### config.mk
export PLATFORM = sky130hd
export DESIGN_NAME = spi_bus_arbiter
export DESIGN_NICKNAME = d
export VERILOG_FILES = /design/src/rtl/spi_arb_pkg.sv /design/src/rtl/spi_bus_arbiter.sv
export SDC_FILE = /design/constraint.sdc
export NUM_CORES = 1
export LEC_CHECK = 0
export ABC_AREA = 1
export CAP_MARGIN = 10
export CORE_ASPECT_RATIO = 1.2
export CORE_MARGIN = 4
export CORE_UTILIZATION = 35
export CTS_CLUSTER_DIAMETER = 80
export DETAILED_ROUTE_END_ITERATION = 16
export SLEW_MARGIN = 20
export SYNTH_ARGS = -nofsm -noshare
export SYNTH_HDL_FRONTEND = slang
export SYNTH_SLANG_ARGS = --single-unit
### constraint.sdc
create_clock -name clk -period 3.1 [get_ports clk]
set_clock_uncertainty 0.05 [all_clocks]
set_input_delay 0.93 -clock clk [delete_from_list [all_inputs] [get_ports clk]]
set_output_delay 0.93 -clock clk [all_outputs]
set_load 0.005 [all_outputs]
### src/rtl/spi_arb_pkg.sv
// Shared types for the SPI bus arbiter: FSM states, owner encoding and counter width.
package spi_arb_pkg;

  typedef enum logic [1:0] {
    IDLE,
    OWN_FLASH,
    OWN_RAM,
    GAP
  } arb_state_t;

  typedef enum logic {
    FLASH = 1'b0,
    RAM   = 1'b1
  } owner_t;

  localparam int unsigned HOLD_W = 16;

endpackage

### src/rtl/spi_bus_arbiter.sv
// Round-robin sharer of one SPI bus between the flash reader and the RAM controller,
// with a CS-high turnaround gap between owners and per-device chip selects.
module spi_bus_arbiter
  import spi_arb_pkg::*;
#(
  parameter int unsigned GAP_CYCLES = 2,
  parameter int unsigned MAX_HOLD   = 0
) (
  input  logic              clk,
  input  logic              rst_n,
  input  logic              req_flash,
  output logic              gnt_flash,
  input  logic              req_ram,
  output logic              gnt_ram,
  input  logic              flash_clk,
  input  logic              flash_mosi,
  input  logic              flash_cs_n,
  input  logic              ram_clk,
  input  logic              ram_mosi,
  input  logic              ram_cs_n,
  output logic              flash_miso,
  output logic              ram_miso,
  output logic              SCK,
  output logic              MOSI,
  input  logic              MISO,
  output logic              CS_N_FLASH,
  output logic              CS_N_RAM,
  input  logic              clr_overrun,
  output logic              busy,
  output logic [HOLD_W-1:0] hold_cycles,
  output logic              overrun
);

  localparam logic [7:0]        GapLast   = 8'(GAP_CYCLES - 1);
  localparam logic [HOLD_W-1:0] HoldLimit = HOLD_W'(MAX_HOLD - 1);
  localparam bit                HoldCheck = (MAX_HOLD != 0);

  logic [1:0]        r_rst_sync;
  logic              w_rst_n;
  arb_state_t        r_state;
  owner_t            r_last;
  logic              r_gnt_flash;
  logic              r_gnt_ram;
  logic [7:0]        r_gap_cnt;
  logic [HOLD_W-1:0] r_hold;
  logic              r_overrun;
  logic              w_owning;

  // Assertion is immediate through the flop resets; deassertion takes two clock edges.
  always_ff @(posedge clk or negedge rst_n) begin
    if (!rst_n) begin
      r_rst_sync <= 2'b00;
    end else begin
      r_rst_sync <= {r_rst_sync[0], 1'b1};
    end
  end

  assign w_rst_n  = r_rst_sync[1];
  assign w_owning = (r_state == OWN_FLASH) || (r_state == OWN_RAM);

  always_ff @(posedge clk or negedge w_rst_n) begin
    if (!w_rst_n) begin
      r_state     <= IDLE;
      r_last      <= RAM;
      r_gnt_flash <= 1'b0;
      r_gnt_ram   <= 1'b0;
      r_gap_cnt   <= 8'd0;
      r_hold      <= '0;
      r_overrun   <= 1'b0;
    end else begin
      if (clr_overrun) begin
        r_overrun <= 1'b0;
      end
      // Set is evaluated after clear so it wins when both happen together.
      if (w_owning) begin
        if (r_hold != '1) begin
          r_hold <= r_hold + HOLD_W'(1);
        end
        if (HoldCheck && (r_hold == HoldLimit)) begin
          r_overrun <= 1'b1;
        end
      end

      unique case (r_state)
        IDLE: begin
          if (req_flash && (!req_ram || (r_last == RAM))) begin
            r_state     <= OWN_FLASH;
            r_gnt_flash <= 1'b1;
            r_hold      <= '0;
          end else if (req_ram) begin
            r_state   <= OWN_RAM;
            r_gnt_ram <= 1'b1;
            r_hold    <= '0;
          end
        end
        OWN_FLASH: begin
          if (!req_flash) begin
            r_state     <= GAP;
            r_gnt_flash <= 1'b0;
            r_last      <= FLASH;
            r_gap_cnt   <= 8'd0;
          end
        end
        OWN_RAM: begin
          if (!req_ram) begin
            r_state   <= GAP;
            r_gnt_ram <= 1'b0;
            r_last    <= RAM;
            r_gap_cnt <= 8'd0;
          end
        end
        GAP: begin
          if (r_gap_cnt == GapLast) begin
            r_state <= IDLE;
          end else begin
            r_gap_cnt <= r_gap_cnt + 8'd1;
          end
        end
        default: r_state <= IDLE;
      endcase
    end
  end

  // Bus mux: combinational from registered state, mode-0 idle when nobody owns the bus.
  always_comb begin
    SCK        = 1'b0;
    MOSI       = 1'b0;
    CS_N_FLASH = 1'b1;
    CS_N_RAM   = 1'b1;
    flash_miso = 1'b0;
    ram_miso   = 1'b0;
    unique case (r_state)
      OWN_FLASH: begin
        SCK        = flash_clk;
        MOSI       = flash_mosi;
        CS_N_FLASH = flash_cs_n;
        flash_miso = MISO;
      end
      OWN_RAM: begin
        SCK      = ram_clk;
        MOSI     = ram_mosi;
        CS_N_RAM = ram_cs_n;
        ram_miso = MISO;
      end
      default: ;
    endcase
  end

  assign gnt_flash   = r_gnt_flash;
  assign gnt_ram     = r_gnt_ram;
  assign busy        = (r_state != IDLE);
  assign hold_cycles = r_hold;
  assign overrun     = r_overrun;

endmodule
==> run_1/port_nets.png <==
(3 px per um)
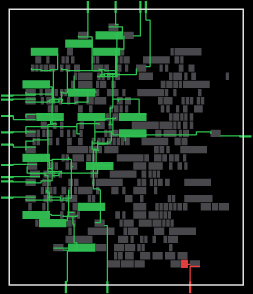
hold_cycles -> green  # bits 16, direction output, edge 9 left, 4 top, 2 bottom, 1 right, end cells 16, buffers 16, wire 791 um
CS_N_FLASH -> red  # bits 1, direction output, edge bottom, end cells 1, buffers 1, wire 9.80 um
buffers added on ports: 35
boundary pin count: 38

==> run_1/met3.png <==
(4 px per um)
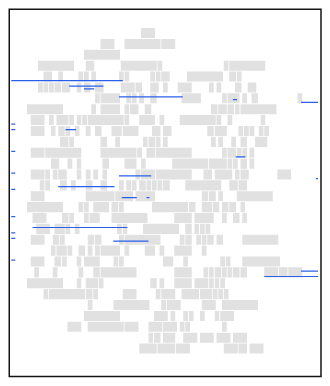
wire length on this layer = 144 um
main direction = horizontal
final WL: 4690 um
Via Count: 1866
met3 Use GR: 0.0308

==> qor.csv, run 1 <==
metric,value,unit
status,"complete, no violations",
number of enable flip-flop cells,0,
clock buf count,6,
GPL Wtd Cong,0.866,
dominant cell type by area after synthesis,dfrtp_1,
max-cap violation count,0,
most used logic cell in the final layout,nand2_1,
Post-DRT Antenna Nets,0,
chip height,91.4,um
Seq area share,0.306,
"Arr. time, crit path",2050,ps
Data buffer area share,0.149,
adder share,0.0493,
depth of the CTS H-tree,2,
clk buf depth,2,
Syn Inst Count,281,
crit start category,primary input,
Netlist Area Pre-Place,2030,um2
ys flop type,dfrtp_1,
fill cell count,583,
setup bufs post-CTS,0,
xor/xnor share,0.0173,
final setup fails,0,
CTS root buffer,clkbuf_8,
core area,5630,um2
met1 Use GR,0.177,
MUX share of area,0,
drt first pass iters,4,
critical path class,in2out,
Critical-path top delay cell,clkdlybuf4s50_1,
TritonCTS clock tree,built,
"Cell Chain, Critical Path",clkdlybuf4s50_1 -> or2_2 -> clkdlybuf4s50_1,
Largest register FFs,16,
Cell area leaders,"dfrtp_1 37%, nand2_1 14%, nor2_1 6.3%",
synthesized area per cell,7.23,um2
drt via density,4.86,
largest net degree at the start of global routing,25,
count of non-CTS inverters in the layout,34,
simple share,0.393,
PD cells,297,nW/um2
yosys stat area,2030,um2
Yosys top cell by instances,nand2_1,
==> run_1/clock_map.png <==
(4 px per um)
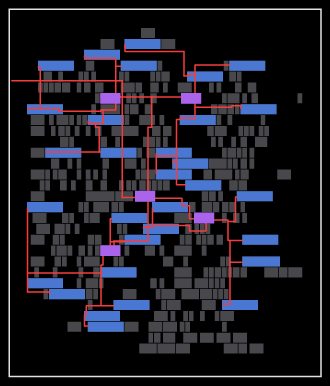
clock wires -> red  # length 488 um
flip-flops -> blue  # count 31
cells driving clock nets -> purple  # count 5
routed clock nets = 6
flops lie = spread over the die
worst skew pair latency: 280 ps
clock share of power: 0.430

==> run 1: power breakdown <==
| part | switching (uW) | internal (uW) | leakage [uW] |
|---|---|---|---|
| clock | 150 | 174 | 0.0000470 |
| combinational | 10.2 | 12.2 | 0.000861 |
| sequential | 1.82 | 406 | 0.000375 |
==> run 1: final timing paths <==
path                            cells after the start  slack, ps          start             to
worst max-delay path                                3         70     flash_cs_n     CS_N_FLASH
worst min-delay path                                0         60  r_rst_sync[1]        gnt_ram
min in group clk                                    0        300  r_rst_sync[0]  r_rst_sync[1]
max in group asynchronous                           1       2120          rst_n  r_rst_sync[1]
worst max register to register                      9       1210     r_state[0]   r_gap_cnt[6]
worst min register to register                      0         60  r_rst_sync[1]        gnt_ram
==> run 1: cell families after synthesis <==
group                      after synthesis
adders and majority gates                8
other                                    2
xor gates and xnor gates                 4
DFF                                     31
AOI/OAI and AO/OA                       26
buffers and inverters                   40
and+or+nand+nor                        170
==> run 1: routing by layer <==
| layer | part of all wire | vias to the layer above |
|---|---|---|
| li1 | - | 969 |
| met1 | 0.45 | 857 |
| met2 | 0.50 | 33 |
| met3 | 0.030 | 7 |
| met4 | 0.017 | 0 |
| met5 | 0 | - |
==> run 1: metrics by stage <==
step | instances | hold slack (ps) | cell area, um2 | worst slack (ps) | power [uW]
after detailed placement | 377 | 74.2 | 2450 | 11.4 | 439
after global placement | 377 | 64.8 | 2450 | 21.8 | 438
after floorplan | 281 | 281 | 2030 | 906 | 422
final | 384 | 64.6 | 2540 | 72.1 | 754
after global routing | 384 | 94.5 | 2540 | 40.3 | 790
after CTS | 384 | 80.9 | 2530 | 3.64 | 771
==> run 1: worst max-delay path, delay by kind of cell <==
family	cells	cell delay (ps)
simple gates	1	280
buf+inv	2	840
==> run 1 -> run 2 <==
CORE_MARGIN = not set   (was 4)
PLACE_DENSITY_LB_ADDON = 0.08   (was not set)
==> run_2/port_nets.png <==
(3 px per um)
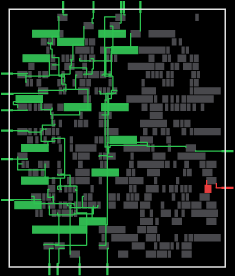
hold_cycles -> green  # bits 16, direction output, edge 6 left, 5 top, 4 bottom, 1 right, end cells 16, buffers 16, wire 740 um
CS_N_FLASH -> red  # bits 1, direction output, edge right, end cells 1, buffers 1, wire 7.00 um

==> run_2/clock_map.png <==
(4 px per um)
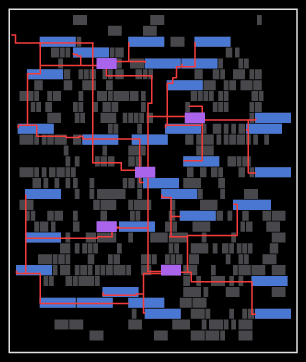
flip-flops -> blue  # count 31
cells driving clock nets -> purple  # count 5
clock wires -> red  # length 549 um
flops lie = spread over the die
routed clock nets = 6
total clock network power: 362 uW
clock share of power: 0.457
worst skew pair latency: 290 ps

==> qor.csv, run 2 <==
metric,value,unit,change
total gr overflow,0,,
Fin. Hold Viols,0,,
depth of the CTS H-tree,2,,unchanged
global-route wire length before repair,8270,um,
xor/xnor share,0.0173,,unchanged
chip height,85.4,um,-6.6%
number of enable flip-flop cells,0,,unchanged
Unique cell types,34,,
final WL,4680,um,-0.32%
Lkg Pwr,0.00129,uW,
Log Warnings,32,,
buffers added on ports,35,,unchanged
Num CTS Buffers,5,,
setup bufs post-CTS,0,,unchanged
Cell area leaders,"dfrtp_1 37%, nand2_1 14%, nor2_1 6.3%",,
dominant cell type by area after synthesis,dfrtp_1,,
core area,5630,um2,unchanged
number of global-route vias before repair,1857,,
Yosys top cell by instances,nand2_1,,
area delta synth->final,25.8,%,
"Async S/R FF share, synth",1.00,,
CTS root buffer,clkbuf_8,,
Pre-Place Util,0.361,,
max-cap violation count,0,,unchanged
Largest register FFs,16,,unchanged
most used logic cell in the final layout,nand2_1,,
Peak VDD IR,0.164,mV,
FF-to-FF path depth,9,,unchanged
final non-filler cell total,385,,+0.26%
drt first pass iters,4,,unchanged
PD cells,310,nW/um2,+4.5%
layout cells sized above 1,0.103,,
Dominant comb cell,simple AND/OR/NAND/NOR gates,,
HPWL reported at the end of detailed placement,3380,um,
fill cell count,595,,+2.1%
final setup fails,0,,unchanged
TritonCTS clock tree,built,,
simple share,0.393,,unchanged
adder share,0.0493,,unchanged
placed cells,377,,unchanged
post-CTS sizing,0,,
crit start category,primary input,,
post-synthesis register bit count,31,,
largest net degree at the start of global routing,24,,-4.0%
Worst Tran Pin Value,509,ps,
ys flop type,dfrtp_1,,
"Compound Share, Synth",0.0727,,
Syn Inst Count,281,,unchanged
GPL Wtd Cong,0.782,,-9.7%
"Clk pin slew, worst setup/hold paths",70,ps,
synthesized area per cell,7.23,um2,unchanged
met1 Use GR,0.198,,+0.0215
clk buf depth,2,,unchanged
Crit Path Max Fanout,1,,
status,"complete, no violations",,
comb. cell area,1090,um2,
boundary pin count,38,,unchanged
Fmax,331,MHz,
drt via density,4.91,,+1.1%
Fin Hold WS,79.8,ps,+15.1 ps
Via Count,1892,,+1.4%
Top Layout Cells,"77 x nand2_1, 34 x nor2_1, 33 x clkdlybuf4s50_1",,
Netlist Area Pre-Place,2030,um2,unchanged
"Arr. time, crit path",2040,ps,about the same
MUX share of area,0,,unchanged
critical path class,in2out,,
yosys stat area,2030,um2,unchanged
Post-DRT Antenna Nets,0,,unchanged
==> run_2/final_congestion.png <==
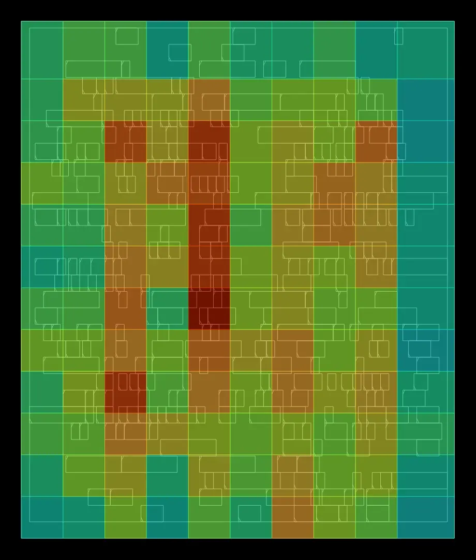
Final Util: 0.454
wire per inst: 12.1 um
Total GRT Usage: 0.172
met3 Use GR: 0.0333
routing usage on met2: 0.306

[run 2: critical path, cell delays in order]
cell and delay (ps):
clkdlybuf4s50_1 390, or2_2 280, clkdlybuf4s50_1 440
[run 2: worst paths after layout]
path                                from  slack [ps]       endpoint
min in group clk           r_rst_sync[0]         290  r_rst_sync[1]
max in group asynchronous          rst_n        2130  r_rst_sync[0]
min                        r_rst_sync[1]          80      gnt_flash
min reg2reg                r_rst_sync[1]          80      gnt_flash
max                             ram_cs_n          80       CS_N_RAM
max reg2reg                   r_state[0]        1120   r_gap_cnt[6]
[run 2: stage by stage]
step                      power (uW)  area, um2  setup WS (ps)
after floorplan                  422       2030            906
after global placement           439       2450           26.7
after detailed placement         439       2450           26.8
after CTS                        810       2550           26.8
after global routing             825       2550           44.8
final                            792       2550           77.6
[run 2: final cells by class]
class	instances	share of cell area
Tap cell	64	0.0313
Timing Repair Buffer	38	0.148
Clock buffer	8	0.0392
Inverter	34	0.0500
Multi-Input combinational cell	210	0.428
Sequential cell	31	0.304
[run 2: metal layers]
metal / share of wire / vias to the layer above
met5: 0 / -
met4: 0.024 / 0
met3: 0.031 / 11
met2: 0.48 / 34
met1: 0.47 / 872
li1: - / 975
[run 2: power breakdown]
| group | internal [uW] | switching [uW] | total [uW] |
|---|---|---|---|
| logic | 12.2 | 10.1 | 22.3 |
| clock network | 203 | 159 | 362 |
| registers | 406 | 2.05 | 408 |
| total | 621 | 171 | 792 |
==> run 2 -> run 3 <==
SLEW_MARGIN = not set   (was 20)
==> run_3/density.png <==
(4 px per um) The die is cut into 7 by 9 equal tiles; dark blue is low, red is high, 0 to 100% covered.
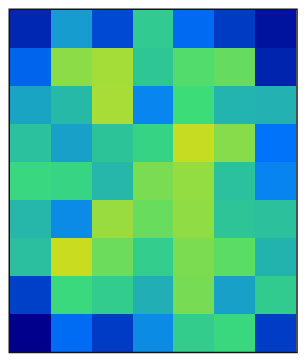
densest ninth of the die = middle
emptiest ninth of the die = top right
nearly empty tiles = 1.6%
fullest tile = 68%
mean over tiles = 41%
core area: 5630 um2
Pre-Place Util: 0.361

==> run_3/clock_map.png <==
(4 px per um)
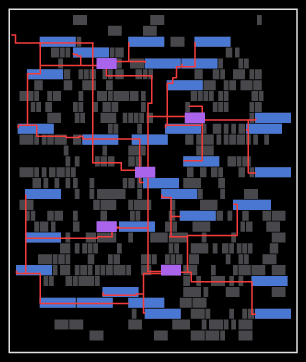
flip-flops -> blue  # count 31
cells driving clock nets -> purple  # count 5
clock wires -> red  # length 549 um
flops lie = spread over the die
routed clock nets = 6

==> qor.csv, run 3 <==
metric,value,unit,change
status,"complete, no violations",,
"reg-to-reg slack, setup",1120,ps,about the same
Top pwr grp,registers,,
"Async S/R FF share, synth",1.00,,unchanged
dpl cell area,2450,um2,unchanged
Peak VDD IR,0.164,mV,unchanged
crit path from,ram_cs_n,,
P_comb,22.3,uW,about the same
drt first pass iters,4,,unchanged
placed cells,377,,unchanged
P_seq,408,uW,about the same
Netlist Area Pre-Place,2030,um2,unchanged
clock share of power,0.457,,about the same
FF-to-FF Start,r_state[0],,
wire per inst,12.1,um,unchanged
switching pwr,171,uW,unchanged
Cell area leaders,"dfrtp_1 37%, nand2_1 14%, nor2_1 6.3%",,
worst skew pair latency,290,ps,about the same
comb. cell area,1090,um2,unchanged
yosys stat area,2030,um2,unchanged
depth of the CTS H-tree,2,,unchanged
Syn Inst Count,281,,unchanged
boundary pin count,38,,unchanged
design area,2550,um2,unchanged
HPWL reported at the end of detailed placement,3380,um,unchanged
CTS root buffer,clkbuf_8,,
largest net degree at the start of global routing,24,,unchanged
Via Count,1892,,unchanged
Total GRT Usage,0.172,,unchanged
number of enable flip-flop cells,0,,unchanged
TritonCTS clock tree,built,,
Critical R2R Capture,r_gap_cnt[6],,
sw frac,0.216,,unchanged
dpl ws,26.8,ps,unchanged
critical path class,in2out,,
GPL Wtd Cong,0.782,,unchanged
Yosys top cell by instances,nand2_1,,
Post-DRT Antenna Nets,0,,unchanged
"Clk pin slew, worst setup/hold paths",70,ps,about the same
FF-to-FF path depth,9,,unchanged
total chip power,792,uW,unchanged
most used logic cell in the final layout,nand2_1,,
ys flop type,dfrtp_1,,
fill cell count,595,,unchanged
max-cap violation count,0,,unchanged
sequential power share,0.515,,about the same
buffers added on ports,35,,unchanged
Log Warnings,32,,unchanged
Num CTS Buffers,5,,unchanged
==> run_3/port_nets.png <==
(3 px per um)
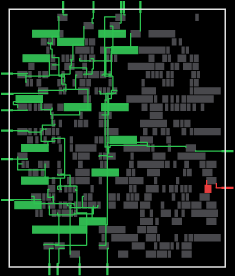
hold_cycles -> green  # bits 16, direction output, edge 6 left, 5 top, 4 bottom, 1 right, end cells 16, buffers 16, wire 740 um
CS_N_FLASH -> red  # bits 1, direction output, edge right, end cells 1, buffers 1, wire 7.00 um

[run 3: layout make-up]
type                       instances  area share
multi-input combinational        210       0.428
tap                               64      0.0313
inverter                          34      0.0500
sequential                        31       0.304
timing repair buffer              38       0.148
clock buffer                       8      0.0392
[run 3: logic make-up (layout without fill, tap and decap cells)]
logic type / after synthesis / after routing / share of synthesized area
compound gates: 26 / 26 / 0.0727
xor+xnor: 4 / 4 / 0.0173
fa+ha+maj: 8 / 8 / 0.0493
buf+inv: 40 / 80 / 0.0813
flops: 31 / 31 / 0.383
other cells: 2 / 2 / 0.00370
simple gates: 170 / 170 / 0.393
[run 3: critical path, cell delays in order]
cell and delay (ps):
clkdlybuf4s50_1 390, or2_2 280, clkdlybuf4s50_1 440
[run 3: how the worst max path moves through the flow]
stage,endpoint,slack [ps]
after floorplan,CS_N_FLASH,910
after global placement,MOSI,30
after detailed placement,SCK,30
after CTS,SCK,30
after global routing,CS_N_FLASH,40
final,CS_N_RAM,80
[run 3: routing by layer]
metal  wire (um)  vias to the layer above  track usage  part of all wire
met3         143                       11       0.0333             0.031
met4         111                        0       0.0802             0.024
met2        2230                       34        0.306              0.48
met5           0                        -            0                 0
li1            -                      975            -                 -
met1        2190                      872        0.198              0.47
[run 3: metrics by stage]
| step | utilization | hold slack [ps] |
|---|---|---|
| after floorplan | - | 281 |
| after global placement | 0.434 | 92.0 |
| after detailed placement | 0.434 | 87.7 |
| after CTS | 0.452 | 94.5 |
| after global routing | 0.454 | 106 |
| final | 0.454 | 79.8 |
[run 3: repair_timing]
item                                    CTS  global route
hold endpoints to repair                  0             0
endpoints found under the setup margin    0             2
resized                                   0             3
setup buffers                             0             0
Power is estimated from default activity; no workload was simulated.
